### Routed clock nets over the placement, run 1

Scale bar: 20 um.
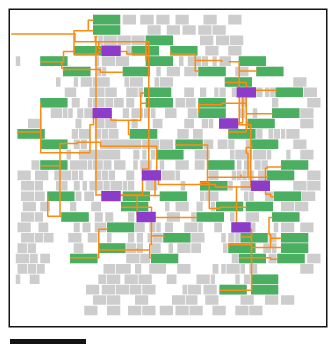
### The clock network, run 1

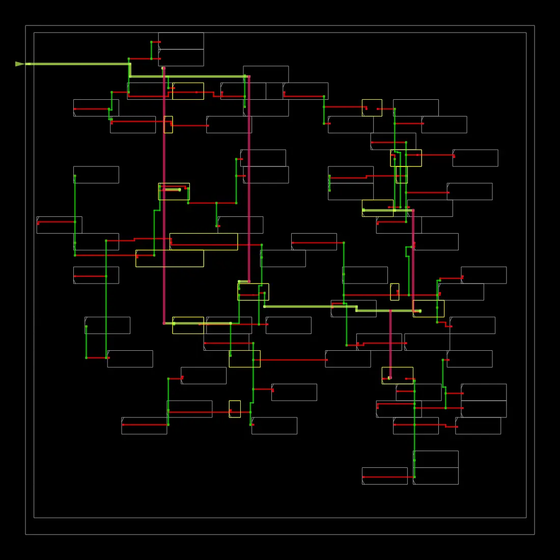
### Power grid, run 1

Pins as bars on the die edge. Tap cells in gray.
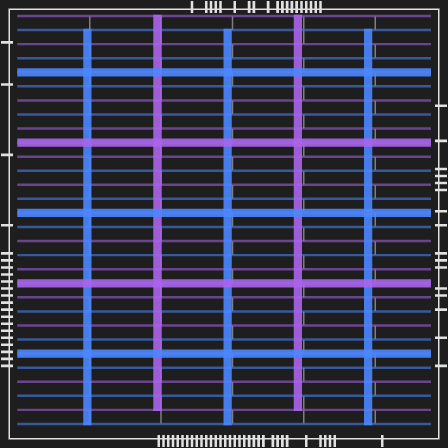
===== src/rtl/oam_dma.sv =====
// Sprite-attribute DMA: an FF46 store copies OAM_BYTES bytes from a source page to FE00+, one byte per BYTE_CYCLES clocks.
// Optional feature macro OAM_DMA_BLOCK_EN adds CPU bus blocking (cpu_block) during a transfer.
module oam_dma #(
  parameter int BYTE_CYCLES = 4,
  parameter int OAM_BYTES   = 160
) (
  input  logic        clockgb,
  input  logic        reset,
  input  logic [15:0] address,
  input  logic [7:0]  indata,
  output logic [7:0]  outdata,
  input  logic        load,
  input  logic        store,
  output logic [15:0] dma_address,
  output logic        dma_load,
  input  logic [7:0]  dma_data,
  output logic [15:0] oam_address,
  output logic [7:0]  oam_data,
  output logic        oam_store,
  output logic        busy,
  output logic        done,
  output logic        cpu_block
);

  localparam int CW = (BYTE_CYCLES > 2) ? $clog2(BYTE_CYCLES) : 1;
  localparam logic [CW-1:0] CYC_LAST = CW'(BYTE_CYCLES - 1);
  localparam logic [7:0]    IDX_LAST = 8'(OAM_BYTES - 1);

  typedef enum logic [2:0] {IDLE, SETUP, READ, WRITE, WAIT} state_t;

  state_t        state;
  logic [7:0]    src;
  logic [7:0]    idx;
  logic [CW-1:0] cyc;
  logic [7:0]    page;
  logic          reg_hit;
  logic          last_byte;

  // Echo pages E0-FF land on the C000 work-RAM shadow.
  function automatic logic [7:0] fold_page(input logic [7:0] s);
    return (s >= 8'hE0) ? (s - 8'h20) : s;
  endfunction

  assign page      = fold_page(src);
  assign reg_hit   = (address == 16'hFF46);
  assign last_byte = (idx == IDX_LAST);

`ifdef OAM_DMA_BLOCK_EN
  assign cpu_block = busy && !((address >= 16'hFF80) && (address <= 16'hFFFE));
`else
  assign cpu_block = 1'b0;
`endif

  // Source data arrives the clock after dma_load, i.e. during WRITE, so it passes straight through.
  assign oam_data = (state == WRITE) ? dma_data : 8'h00;

  always_ff @(posedge clockgb) begin
    if (reset) begin
      state       <= IDLE;
      src         <= 8'hFF;
      idx         <= 8'h00;
      cyc         <= '0;
      outdata     <= 8'h00;
      dma_address <= 16'h0000;
      dma_load    <= 1'b0;
      oam_address <= 16'h0000;
      oam_store   <= 1'b0;
      busy        <= 1'b0;
      done        <= 1'b0;
    end else begin
      dma_load  <= 1'b0;
      oam_store <= 1'b0;
      done      <= 1'b0;
      outdata   <= (load && reg_hit) ? (cpu_block ? 8'hFF : src) : 8'h00;

      if (store && reg_hit) begin
        // A new store always (re)starts from SETUP, abandoning any transfer in flight.
        src   <= indata;
        state <= SETUP;
        busy  <= 1'b1;
        idx   <= 8'h00;
        cyc   <= '0;
      end else begin
        case (state)
          IDLE: ;
          SETUP: begin
            state       <= READ;
            cyc         <= '0;
            dma_load    <= 1'b1;
            dma_address <= {page, idx};
          end
          READ, WRITE, WAIT: begin
            if (cyc == CYC_LAST) begin
              if (last_byte) begin
                state <= IDLE;
                busy  <= 1'b0;
              end else begin
                state       <= READ;
                cyc         <= '0;
                idx         <= idx + 8'd1;
                dma_load    <= 1'b1;
                dma_address <= {page, idx + 8'd1};
              end
            end else begin
              cyc   <= cyc + CW'(1);
              state <= (state == READ) ? WRITE : WAIT;
              if (state == READ) begin
                oam_store   <= 1'b1;
                oam_address <= 16'hFE00 + {8'h00, idx};
              end
              if (last_byte && ((cyc + CW'(1)) == CYC_LAST)) done <= 1'b1;
            end
          end
          default: state <= IDLE;
        endcase
      end
    end
  end

endmodule


===== config.mk =====
export PLATFORM = sky130hd
export DESIGN_NAME = oam_dma
export DESIGN_NICKNAME = d
export VERILOG_FILES = /design/src/rtl/oam_dma.sv
export SDC_FILE = /design/constraint.sdc
export NUM_CORES = 1
export LEC_CHECK = 0
export CORE_UTILIZATION = 40
export DETAILED_ROUTE_END_ITERATION = 8
export MAX_ROUTING_LAYER = met4
export PLACE_DENSITY = 0.69
export SLEW_MARGIN = 40
export SYNTH_ARGS = -nofsm -noshare
export SYNTH_HDL_FRONTEND = slang
export SYNTH_SLANG_ARGS = --single-unit

===== constraint.sdc =====
create_clock -name clockgb -period 3.1 [get_ports clockgb]
set_input_delay 0.93 -clock clockgb [delete_from_list [all_inputs] [get_ports clockgb]]
set_output_delay 0.93 -clock clockgb [all_outputs]
set_load 0.03 [all_outputs]

==> run notes, run 1 <==
Quick summary of the implementation run below.

The cell count after synthesis came out at 296. The finished design was reported to have a net count of 413. The area of the synthesized netlist per yosys stat is 0.00261 mm^2. The final cell count without fillers came out at 455. For reference, the critical path cell chain is clkdlybuf4s50_1 -> and3_1 -> buf_4. The post-synthesis share of cell area spent on full adders, half adders and majority gates is 1.92%. By count the netlist is led by sky130_fd_sc_hd__dfxtp_1 (58), sky130_fd_sc_hd__nand2_1 (42), sky130_fd_sc_hd__nor2_1 (20). The slowest stage of the critical path belongs to the cell sky130_fd_sc_hd__clkdlybuf4s50_1. The TritonCTS clock tree is yes. The critical path required time came out at 2.17 ns.

Per the detail_route report, the via count comes to 2331. The final weighted congestion in routability-driven placement is 0.797. The post-route cell area is 0.00365 mm^2.

The clock buffer and inverter area fraction after layout is 5.76%. Among all flip-flop cells after synthesis, the most frequent one is sky130_fd_sc_hd__dfxtp_1. Looking at the critical path, the highest net fanout was 1. The number of OpenROAD warnings is 27. Per the post-place timing report, worst setup slack is 0.125 ns. The vertical die dimension reported for this design is 82.8 um.

At the pin with the least slew margin, the transition time is 0.566 ns. The static leakage came out at 0.00143 uW. The nature of the critical path startpoint is a primary input.

In the hold timing report, the worst path depth is 2. Counting plain and timing-repair buffers in the layout gives 92. TritonRoute reported its final design rule violation total as 0.

In the final design, more cell area goes to combinational gates than to any other class. Global routing consumed, over all layers together, 20.7% of the routing resources. The final worst-path setup slack is 0.473 ns.

The cell count along the critical path is 3. The post-route minimum period came out at 2.63 ns. As logged by OpenROAD, the buffers inserted on ports number 86. Compared with the post-synthesis result, the final layout area differs by 39.9%. In this design, the stage delay of the slowest critical-path cell is 0.46 ns. The effective utilization at floorplan is 41.3%. Each instance of the synthesized netlist takes up on average 8.81 um^2. The cell total after placement is 439. For this run the detailed placement stage logged an HPWL of 4580 um. The area fraction in compound gates after synthesis came out at 7.82%. The area share of the leading cell type in the synthesized netlist is 44.5%. The post-route setup TNS came out at 0 ns. The pin count of the biggest net entering global routing is 32.

The synthesized flop and latch total is 58. The flow ran to the end, and the final reports show no timing, DRC or antenna violations. Per the layout area report, the sequential fraction of cell area is 31.8%. For the worst flop-to-flop path, the logic depth is 5. The number of fill cells is 570. Summed over all instances, the cell type with the most area after synthesis is sky130_fd_sc_hd__dfxtp_1.

According to the tapcell log, the count of inserted taps is 77. The number of antenna violations at the first check in global routing came out at 0. The worst hold slack after final layout is 0.450 ns.
Notes on 'Routed clock nets over the placement' above:
legend:
  orange:
    item: clock wires
    length: 773 um
  purple:
    item: clock drivers
    count: 9
  green:
    item: flip-flops
    count: 58
routed clock nets: 10
clock network power: 751 uW
clock network latency to the later pin of the worst-skew pair: 0.33 ns
clock network power share: 47.9%
clock tree skew after final layout: 0.00734 ns

Notes on 'The clock network' above:
number of sinks driven by the clock tree: 58
total number of sequential cells: 58
# clk buffers: 11
number of clock buffers inserted by TritonCTS: 9

Notes on 'Power grid' above:
legend:
  purple:
    net: VDD
  blue:
    net: VSS
signal pins: 89
met1 rails: 30
met5 straps: 5
tap cells: 77

-- run 1: worst register-to-register path, stage by stage, from the launching register on --
cell and delay, ns:
sky130_fd_sc_hd__dfxtp_1 0.42, sky130_fd_sc_hd__or3b_1 0.53, sky130_fd_sc_hd__nand2_2 0.20, sky130_fd_sc_hd__a21oi_2 0.16, sky130_fd_sc_hd__nor2_4 0.43, sky130_fd_sc_hd__mux2i_1 0.25
-- run 1: metal layers --
layer  track usage [%]  up-vias  wire length (um)
li1                  -     1178                 -
met1              25.0     1079              2760
met2              33.1       63              3050
met3              4.29       11               274
met4              9.14        0               139
met5                 -        -                 0
-- run 1: power breakdown --
part / internal [uW] / switching [uW]
Combinational: 45.0 / 26.9
Clock: 452 / 299
Sequential: 745 / 0.00714
Total: 1240 / 326
### Placed cells, one color a class, run 1

Scale bar: 20 um.
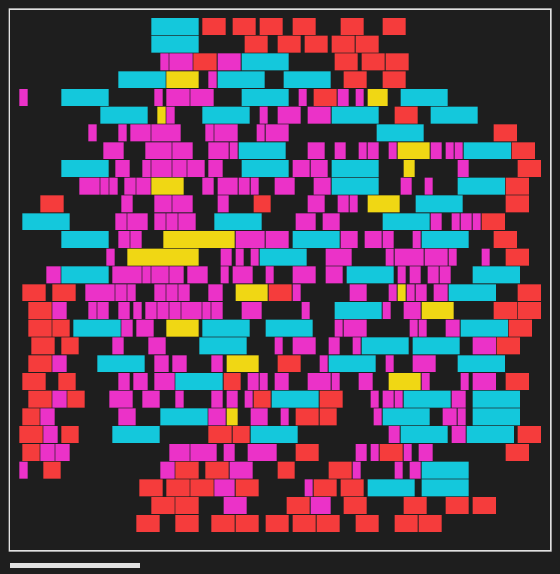

==> run 2: changes to the inputs <==
clock period = 2.56 ns   (was 3.1 ns; I/O delays follow)
### Placed cells, one color a class, run 2

Scale bar: 20 um.
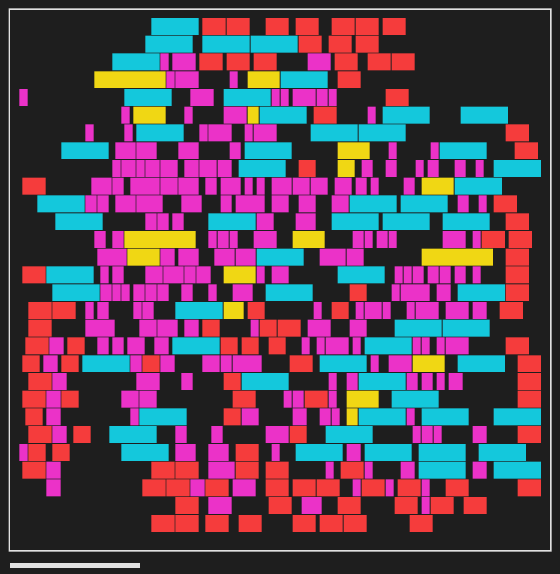
legend:
  yellow:
    class: clock drivers and dummy loads
    cells: 16
    share_of_their_area: 6.6%
  red:
    class: remaining buffers and delay cells
    cells: 99
    share_of_their_area: 26%
  magenta:
    class: combinational and other logic
    cells: 212
    share_of_their_area: 36%
  cyan:
    class: sequential cells
    cells: 58
    share_of_their_area: 32%
Core Box Area: 0.00631 mm^2
sequential portion of the cell area: 31.1%
final design area excluding fillers: 0.00373 mm^2

### The clock network, run 2

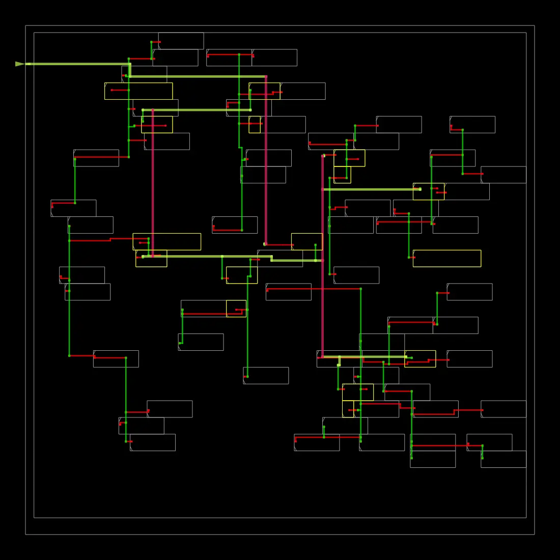
clock network latency to the later pin of the worst-skew pair: 0.34 ns
clock tree skew after final layout: 0.00911 ns
clock network power: 1020 uW
# clk buffers: 9

==> run 2 against run 1 <==
Net effect:
- non-clock buffer count grew 7
- cell count grew 1.5%
- critical path depth grew 4
- utilization grew 1.3 points
- clock skew grew 0.0018 ns
- total power grew 28%
- first-iteration DRC count grew 7.6%
- register-to-register slack lost 0.55 ns
- global-route usage grew 0.32 points
- flip-flop count is the same
- cell area grew 2.3%
- area after synthesis is the same
- critical path type is now primary input to flop
- critical endpoint is now dma_address[14]
- largest power group unchanged
==> run notes, run 2 <==
Quick summary of the implementation run below.

The number of cells on the worst hold path is 2. The average footprint of a synthesized cell is 8.81 um^2. The floorplan die width is 82.8 um.

The actual slew at the worst max-slew pin is 0.591 ns. The first-pass GRT wire length came out at 10400 um. The maximum fanout count along the critical path is 16.

The worst pin sits at a relative slew slack of 60.3%. The proportion of layout cells with a drive suffix above 1 came out at 10.9%. The register with the most flip-flops in the layout has 16 of them. There are 58 flip-flops and latches. Among all cell types in the netlist, the one instantiated most often is sky130_fd_sc_hd__dfxtp_1. The first-pass detailed-route iteration total came out at 4. Counting only logic cells after layout, the most numerous master is sky130_fd_sc_hd__clkdlybuf4s50_1.

The number of antenna violations at the first check in global routing came out at 0. The die outline height came out at 82.8 um. The final weighted congestion in routability-driven placement came out at 0.804. The tally of buffers added on design ports is 86. The switching power is 404 uW.

The leakage component of the power was reported as 0.00147 uW. The number of clock buffers added by TritonCTS is 9. The worst path needs 2.45 ns of the cycle, external delays included.

Across all setup checks in the final design, the least slack found is 0.109 ns. The net count of the finished layout is 420. The synthesized flop and latch total came out at 58. After routing, the total negative slack on setup checks comes to 0 ns. The largest individual stage delay along the critical path comes from the cell sky130_fd_sc_hd__or4b_1. The area of all sequential standard cells came out at 0.00116 mm^2. For this run, the chip area from Yosys synthesis comes to 0.00261 mm^2. The synthesized design spends more area on one cell type than any other, namely sky130_fd_sc_hd__dfxtp_1.

The longest incremental delay of any stage on the critical path is reported as 0.56 ns. In this run the cell area measured after placement is 0.00349 mm^2. The count of warnings emitted by yosys is 0.

In this run the count of I/O pins placed on the die edge is 89. The worst register-to-register path has a depth of 5. The non-clock buffer total of the final layout is 99. The number of global-route vias before repair came to 2244.

The number of OpenROAD warnings came out at 27. Detailed placement ended at an HPWL of 4770 um. Of the total power, the share spent switching nets is 20.1%. The tightest hold path in the finished design has a slack of 0.457 ns.

In this design, the critical path's most frequently occurring cell is sky130_fd_sc_hd__buf_4. The maximum resistive drop on vdd came out at 383 uV. The effective utilization at floorplan came out at 41.3%. The relative contribution of combinational cells to total power came out at 4.5%. By area, the class that comes first in the final layout consists of combinational gates.

In this run the layout overhead on the synthesized area is reported as 43.0%. The run finished with clean final reports. For this run, the leading register cell type out of synthesis is sky130_fd_sc_hd__dfxtp_1. The placement row count is 29. The number of clock sinks seen by CTS came out at 58. The die covers 0.00685 mm^2.

The overall via count from detail_route is 2342. Yosys reports that the most numerous cell types are sky130_fd_sc_hd__dfxtp_1 (58), sky130_fd_sc_hd__nand2_1 (42), sky130_fd_sc_hd__nor2_1 (20). Of the total synthesized cell area, the portion taken by AND-OR and OR-AND cells is 7.82%.

The proportion of power drawn by flip-flops and latches is 44.9%. TritonCTS built the clock tree. The number of fill cells is 574. Of all the cell area in the finished design, non-clock buffers hold 25.2%. The post-synthesis instance total is 296. The critical setup path kind is primary input to flop.

The final clock period utilization by the worst path is 95.7%. The number of logic gates is 207. Walking the critical path from launch to capture passes 7 cell instances. The worst setup timing slack at the placement stage is -0.231 ns. The number of DRC violations after detailed routing is 0.

The async set-reset flop share out of synthesis is 0%. The final cell count without fillers is 462. The tap cell instance count came out at 77.

The top cell type by area accounts for 44.5% of the synthesized area. The area share of xor/xnor cells in the synthesized design is 4.36%. Setup repair after global routing left no endpoint under its margin. The nature of the critical path startpoint is a primary input. The total overflow left after global routing is 0. The cell-internal power came out at 1610 uW.

The data required time reported for the critical path is 2.76 ns. The post-synthesis share of cell area spent on full adders, half adders and majority gates is 1.92%. Including well taps, the total number of placed cells is 446. The post-synth tally of flip-flops with integrated enable is 0. The detailed-route wire length came out at 6250 um. The pin count of the biggest net entering global routing came out at 17. The number of buffers on the longest clock path is 2. In this run the critical path is formed by clkdlybuf4s50_1 -> or4b_1 -> buf_4 -> nor4_2 -> buf_4 -> nor2_4 -> mux2i_1.

The layout report lists the clock-cell share of area as 6.44%. In the global route stage, overall resource usage came out at 21.0%. The registers reported with the highest flop counts are dma_address (16), oam_address (9). The routed wire length per instance came out at 13.5 um.
### Routed clock nets over the placement, run 2

Scale bar: 20 um.
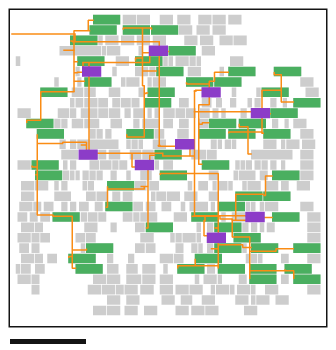
legend:
  purple:
    item: clock drivers
    count: 9
  orange:
    item: clock wires
    length: 712 um
  green:
    item: flip-flops
    count: 58
routed clock nets: 10
clock network power share: 50.6%

==> run 2: cell count changes in the layout (fill, tap and decap cells not counted), sizes merged <==
cell,previous run,this run
clkbuf,11,9
clkinvlp,0,1
clkinv,3,2
bufinv,2,3
inv,5,6
buf,14,21
==> run 2: power by group through the flow <==
stage,registers [uW],clock network (uW),logic [uW]
floorplan,922,0,26.3
global placement,922,0,89.0
detailed placement,922,0,90.0
CTS,902,1040,90.4
global route,901,1080,97.7
finish,902,1020,89.8
==> run 2: per-layer routing <==
| metal | share of wire, % | global-route usage, % | up-vias |
|---|---|---|---|
| li1 | - | - | 1194 |
| met1 | 43 | 24.0 | 1069 |
| met2 | 50 | 35.3 | 69 |
| met3 | 5.0 | 5.60 | 10 |
| met4 | 1.8 | 7.41 | 0 |
| met5 | 0 | - | - |
Power figures rest on the tool's default switching activity, not on a simulated workload.
